### src/rtl/spi_txn_scheduler.sv
// spi_txn_scheduler
//   Front end of the SPI master. Host command words are buffered in a small
//   FIFO; one master transaction is launched per word, only while the master
//   is idle (CS high). Completion is tracked by watching CS (active-low).
//   A programmable inter-frame gap follows every transaction. A start
//   timeout catches a master that never responds. Finished transactions
//   are counted.
// Ports
//   clk, rst          rising-edge clock, asynchronous active-high reset
//   wr_en, wr_data    host enqueue; ignored while full
//   full, empty       FIFO status
//   level             FIFO occupancy, 0..DEPTH
//   CS                chip select observed from the master, active-low
//   transaction_stb   one-cycle launch strobe to the master
//   tx_word           word of the current transaction, held until next pop
//   busy              FSM is not in IDLE
//   err_timeout       sticky: CS did not fall within TIMEOUT after a launch
//   done_cnt          completed transactions, wraps 255 -> 0
module spi_txn_scheduler #(
  parameter int WIDTH      = 16,
  parameter int DEPTH      = 4,
  parameter int GAP_CYCLES = 4,
  parameter int TIMEOUT    = 64
) (
  input  logic                     clk,
  input  logic                     rst,
  input  logic                     wr_en,
  input  logic [WIDTH-1:0]         wr_data,
  output logic                     full,
  output logic                     empty,
  output logic [$clog2(DEPTH):0]   level,
  input  logic                     CS,
  output logic                     transaction_stb,
  output logic [WIDTH-1:0]         tx_word,
  output logic                     busy,
  output logic                     err_timeout,
  output logic [7:0]               done_cnt
);

  localparam int AW    = $clog2(DEPTH);
  // Timeout counter runs 0..TIMEOUT-1; gap counter runs 0..GLAST.
  localparam int TLAST = (TIMEOUT > 1) ? TIMEOUT - 1 : 1;
  localparam int TW    = (TLAST > 1) ? $clog2(TLAST + 1) : 1;
  localparam int GLAST = (GAP_CYCLES > 0) ? GAP_CYCLES - 1 : 0;
  localparam int GW    = (GLAST > 1) ? $clog2(GLAST + 1) : 1;

  localparam logic [AW:0]   LVL_FULL = (AW + 1)'(DEPTH);
  localparam logic [AW:0]   LVL_ONE  = (AW + 1)'(1);
  localparam logic [AW-1:0] PTR_ONE  = AW'(1);
  localparam logic [TW-1:0] TLAST_V  = TW'(TLAST);
  localparam logic [GW-1:0] GLAST_V  = GW'(GLAST);

  typedef enum logic [2:0] {
    IDLE,
    LAUNCH,
    WAIT_START,
    WAIT_END,
    GAP
  } state_t;

  state_t            state;
  logic [WIDTH-1:0]  mem [DEPTH];
  logic [AW-1:0]     wptr, rptr;
  logic [TW-1:0]     tcnt;
  logic [GW-1:0]     gcnt;
  logic              push, pop;

  assign empty = (level == '0);
  assign full  = (level == LVL_FULL);

  // A write while full is dropped even if the FSM pops in the same cycle.
  assign push = wr_en && !full;
  // Pop decision looks only at registered level, so a word written this
  // edge is not launchable until the next one (no bypass).
  assign pop  = (state == IDLE) && !empty && CS;

  always_ff @(posedge clk) begin
    if (push) mem[wptr] <= wr_data;
  end

  always_ff @(posedge clk or posedge rst) begin
    if (rst) begin
      wptr  <= '0;
      rptr  <= '0;
      level <= '0;
    end else begin
      if (push) wptr <= wptr + PTR_ONE;
      if (pop)  rptr <= rptr + PTR_ONE;
      case ({push, pop})
        2'b10:   level <= level + LVL_ONE;
        2'b01:   level <= level - LVL_ONE;
        default: level <= level;
      endcase
    end
  end

  // Launch/track FSM. transaction_stb is high exactly while in LAUNCH;
  // busy is registered alongside every state transition.
  always_ff @(posedge clk or posedge rst) begin
    if (rst) begin
      state           <= IDLE;
      transaction_stb <= 1'b0;
      tx_word         <= '0;
      busy            <= 1'b0;
      err_timeout     <= 1'b0;
      done_cnt        <= '0;
      tcnt            <= '0;
      gcnt            <= '0;
    end else begin
      transaction_stb <= 1'b0;
      case (state)
        IDLE: begin
          if (pop) begin
            tx_word         <= mem[rptr];
            transaction_stb <= 1'b1;
            busy            <= 1'b1;
            state           <= LAUNCH;
          end
        end
        LAUNCH: begin
          tcnt  <= '0;
          state <= WAIT_START;
        end
        WAIT_START: begin
          // CS falling wins over an expiring timeout in the same cycle.
          // The counter counts WAIT_START cycles that saw CS high; the
          // TIMEOUT-th such cycle raises the error and drops the word.
          if (!CS) begin
            state <= WAIT_END;
          end else if (tcnt == TLAST_V) begin
            err_timeout <= 1'b1;
            gcnt        <= '0;
            state       <= GAP;
          end else begin
            tcnt <= tcnt + TW'(1);
          end
        end
        WAIT_END: begin
          if (CS) begin
            done_cnt <= done_cnt + 8'd1;
            gcnt     <= '0;
            state    <= GAP;
          end
        end
        GAP: begin
          // GAP_CYCLES of 0 or 1 both give a single GAP cycle.
          if (gcnt == GLAST_V) begin
            busy  <= 1'b0;
            state <= IDLE;
          end else begin
            gcnt <= gcnt + GW'(1);
          end
        end
        default: begin
          busy  <= 1'b0;
          state <= IDLE;
        end
      endcase
    end
  end

endmodule

### config.mk
export PLATFORM = sky130hd
export DESIGN_NAME = spi_txn_scheduler
export DESIGN_NICKNAME = d
export VERILOG_FILES = /design/src/rtl/spi_txn_scheduler.sv
export SDC_FILE = /design/constraint.sdc
export NUM_CORES = 1
export LEC_CHECK = 0
export CAP_MARGIN = 25
export CORE_UTILIZATION = 51
export CTS_CLUSTER_SIZE = 12
export DETAILED_ROUTE_END_ITERATION = 7
export PLACE_DENSITY = 0.81
export SYNTH_ARGS = -nofsm -noshare
export SYNTH_HDL_FRONTEND = slang
export SYNTH_SLANG_ARGS = --single-unit
export TNS_END_PERCENT = 10
### constraint.sdc
create_clock -name clk -period 2.4 [get_ports clk]
set_input_delay 0.72 -clock clk [delete_from_list [all_inputs] [get_ports clk]]
set_output_delay 0.72 -clock clk [all_outputs]
set_load 0.005 [all_outputs]
final_clocks.png
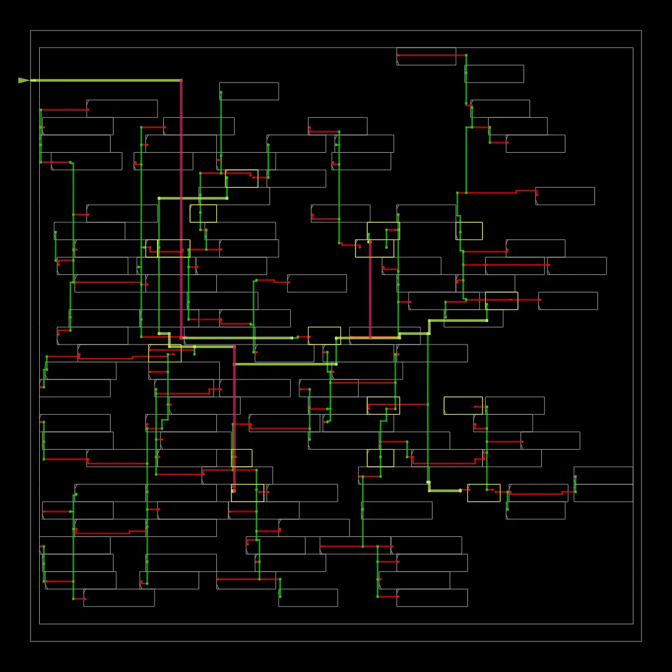
Flops: 109
Max Clock Skew: 0.0150 ns
Power Clock: 1080 uW

drive_strength.png
The bar under the picture is 20 um long.
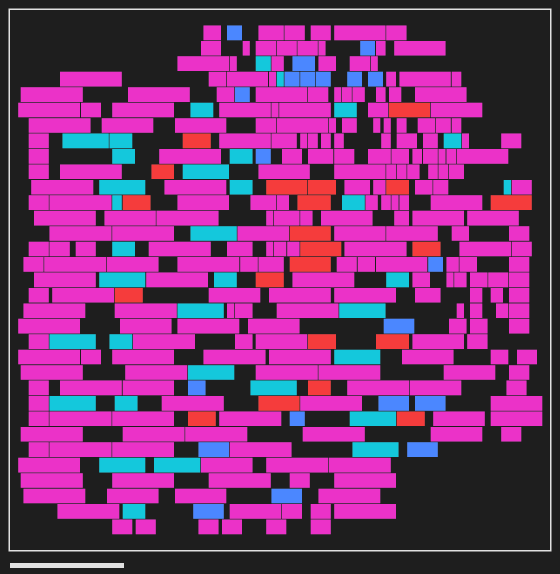
legend:
  cyan:
    size: drive 2
    cells: 34
    most_used: mux4_2
  red:
    size: drive 6 and up
    cells: 21
    most_used: clkbuf_8
  magenta:
    size: drive 1 or less
    cells: 254
    most_used: edfxtp_1
  blue:
    size: drive 3 to 4
    cells: 20
    most_used: buf_4
setup ws final: 0.254 ns
area grow syn2layout: 22.6%
bufs w/o clock: 69

==> results.cfg <==
; flow metrics
[outcome]
outcome = finished, final reports clean

[synth]
area_leaders = edfxtp_1 (43%), dfrtp_1 (25%), mux4_2 (8.1%)
syn_avg_cell_area_um2 = 17.4
ys_area_um2 = 4420
mux_share = 0.143
synth_area_leader_cell = edfxtp_1

[power_and_ir_drop]
netSwitchingFraction = 0.303
leakage_uw = 0.00211

[cells_and_area]
nNetsFinal = 353
n_antenna_cell = 0

[flow_run]
drv_cap = 0

[final_timing]
setup_viol = 0
max_slew.worst_pin.slew_ns = 0.363

[detailed_routing]
drtIter0Drc = 87

[clocking]
cts_made_buffers = 9
cts-root-buf = clkbuf_8
cts_buffer_depth = 2

[setup_path]
critPathRequiredTime_ns = 2.70
arrival_ns = 2.44
crit_buf_inv = 2

[worst_hold_path]
min_path_type = register to register
power by group through the flow:
stage	combinational, uW	clock (uW)	sequential, uW
2_1_floorplan	1380	0	2840
3_3_place_gp	2160	0	2940
3_5_place_dp	2240	0	2950
4_1_cts	2300	1120	2910
5_1_grt	2470	1190	2970
6_report	2260	1080	2900
final cells by class:
cell class,instances,area (um^2)
sequential,109,3050
fill,576,2880
multi-input combinational,125,1270
timing repair buffer,69,734
tap,105,131
clock buffer,9,124
clock inverter,7,80.1
inverter,10,37.5
repair_timing:
| action | in CTS | in global routing |
|---|---|---|
| pin swaps | 1 | 0 |
| gates resized | 2 | 1 |
| setup buffers | 4 | 0 |
| setup endpoints to repair | 1 | 1 |
path summary, 6_finish.rpt:
| path | cells after the start | slack, ns | from | to |
|---|---|---|---|---|
| max | 8 | 0.25 | CS | level[2] |
| min | 1 | 0.48 | done_cnt[7] | done_cnt[7] |
| min in group asynchronous | 3 | 0.69 | rst | done_cnt[3] |
| min reg2reg | 1 | 0.48 | done_cnt[7] | done_cnt[7] |
| max in group asynchronous | 3 | 1.50 | rst | tcnt[1] |
| max reg2reg | 7 | 0.37 | level[2] | level[1] |
stage by stage:
stage | util | worst slack (ns) | instances | hold WS (ns)
after floorplan | - | 0.413 | 254 | 0.457
after global placement | 0.625 | -0.0519 | 414 | 0.457
after detailed placement | 0.625 | -0.120 | 414 | 0.477
after CTS | 0.653 | 0.0309 | 434 | 0.496
after global routing | 0.654 | 0.176 | 434 | 0.508
final | 0.654 | 0.254 | 434 | 0.484
sequential cells by signal, indices dropped and copies added, names as in the netlist:
name,flops
err_timeout,1
gcnt,2
level,3
state,3
rptr,2
busy,1
tcnt,6
tx_word,16
wptr,2
transaction_stb,1
mem,64
done_cnt,8
cell usage after synthesis (4+ instances only):
cell / n
edfxtp_1: 64
a21oi_1: 4
o21ai_0: 6
mux2_2: 13
dfrtp_1: 45
inv_1: 10
mux2_4: 7
and2_1: 5
nand3_1: 4
mux4_2: 16
nand4_1: 4
nor3_1: 5
nand2_1: 6
xor2_1: 4
nor2_1: 5
xnor2_1: 9
ha_1: 8
and3_1: 4
buf_2: 4
cells in the final DEF (no fill, tap or decap), types with 7 or more instances in the layout:
master	count
xnor2_1	9
clkdlybuf4s50_1	49
ha_1	8
clkbuf_8	9
mux2_4	7
buf_4	11
buf_12	7
edfxtp_1	64
inv_1	8
mux2_2	13
mux4_2	16
dfrtp_1	45
worst reg2reg max path, cell delays in order (launching register included):
cell and delay [ns]:
dfrtp_1 0.41, or3_4 0.37, buf_4 0.15, and4b_1 0.20
ha_1 0.21, inv_1 0.07, fa_1 0.41, mux2i_1 0.14
per-layer routing:
layer,GRT usage,vias to the layer above,routed length [um]
li1,-,1105,-
met1,0.229,1152,3160
met2,0.289,70,3610
met3,0.0407,11,283
met4,0.0909,0,132
met5,0,-,0
Power figures rest on the tool's default switching activity, not on a simulated workload.
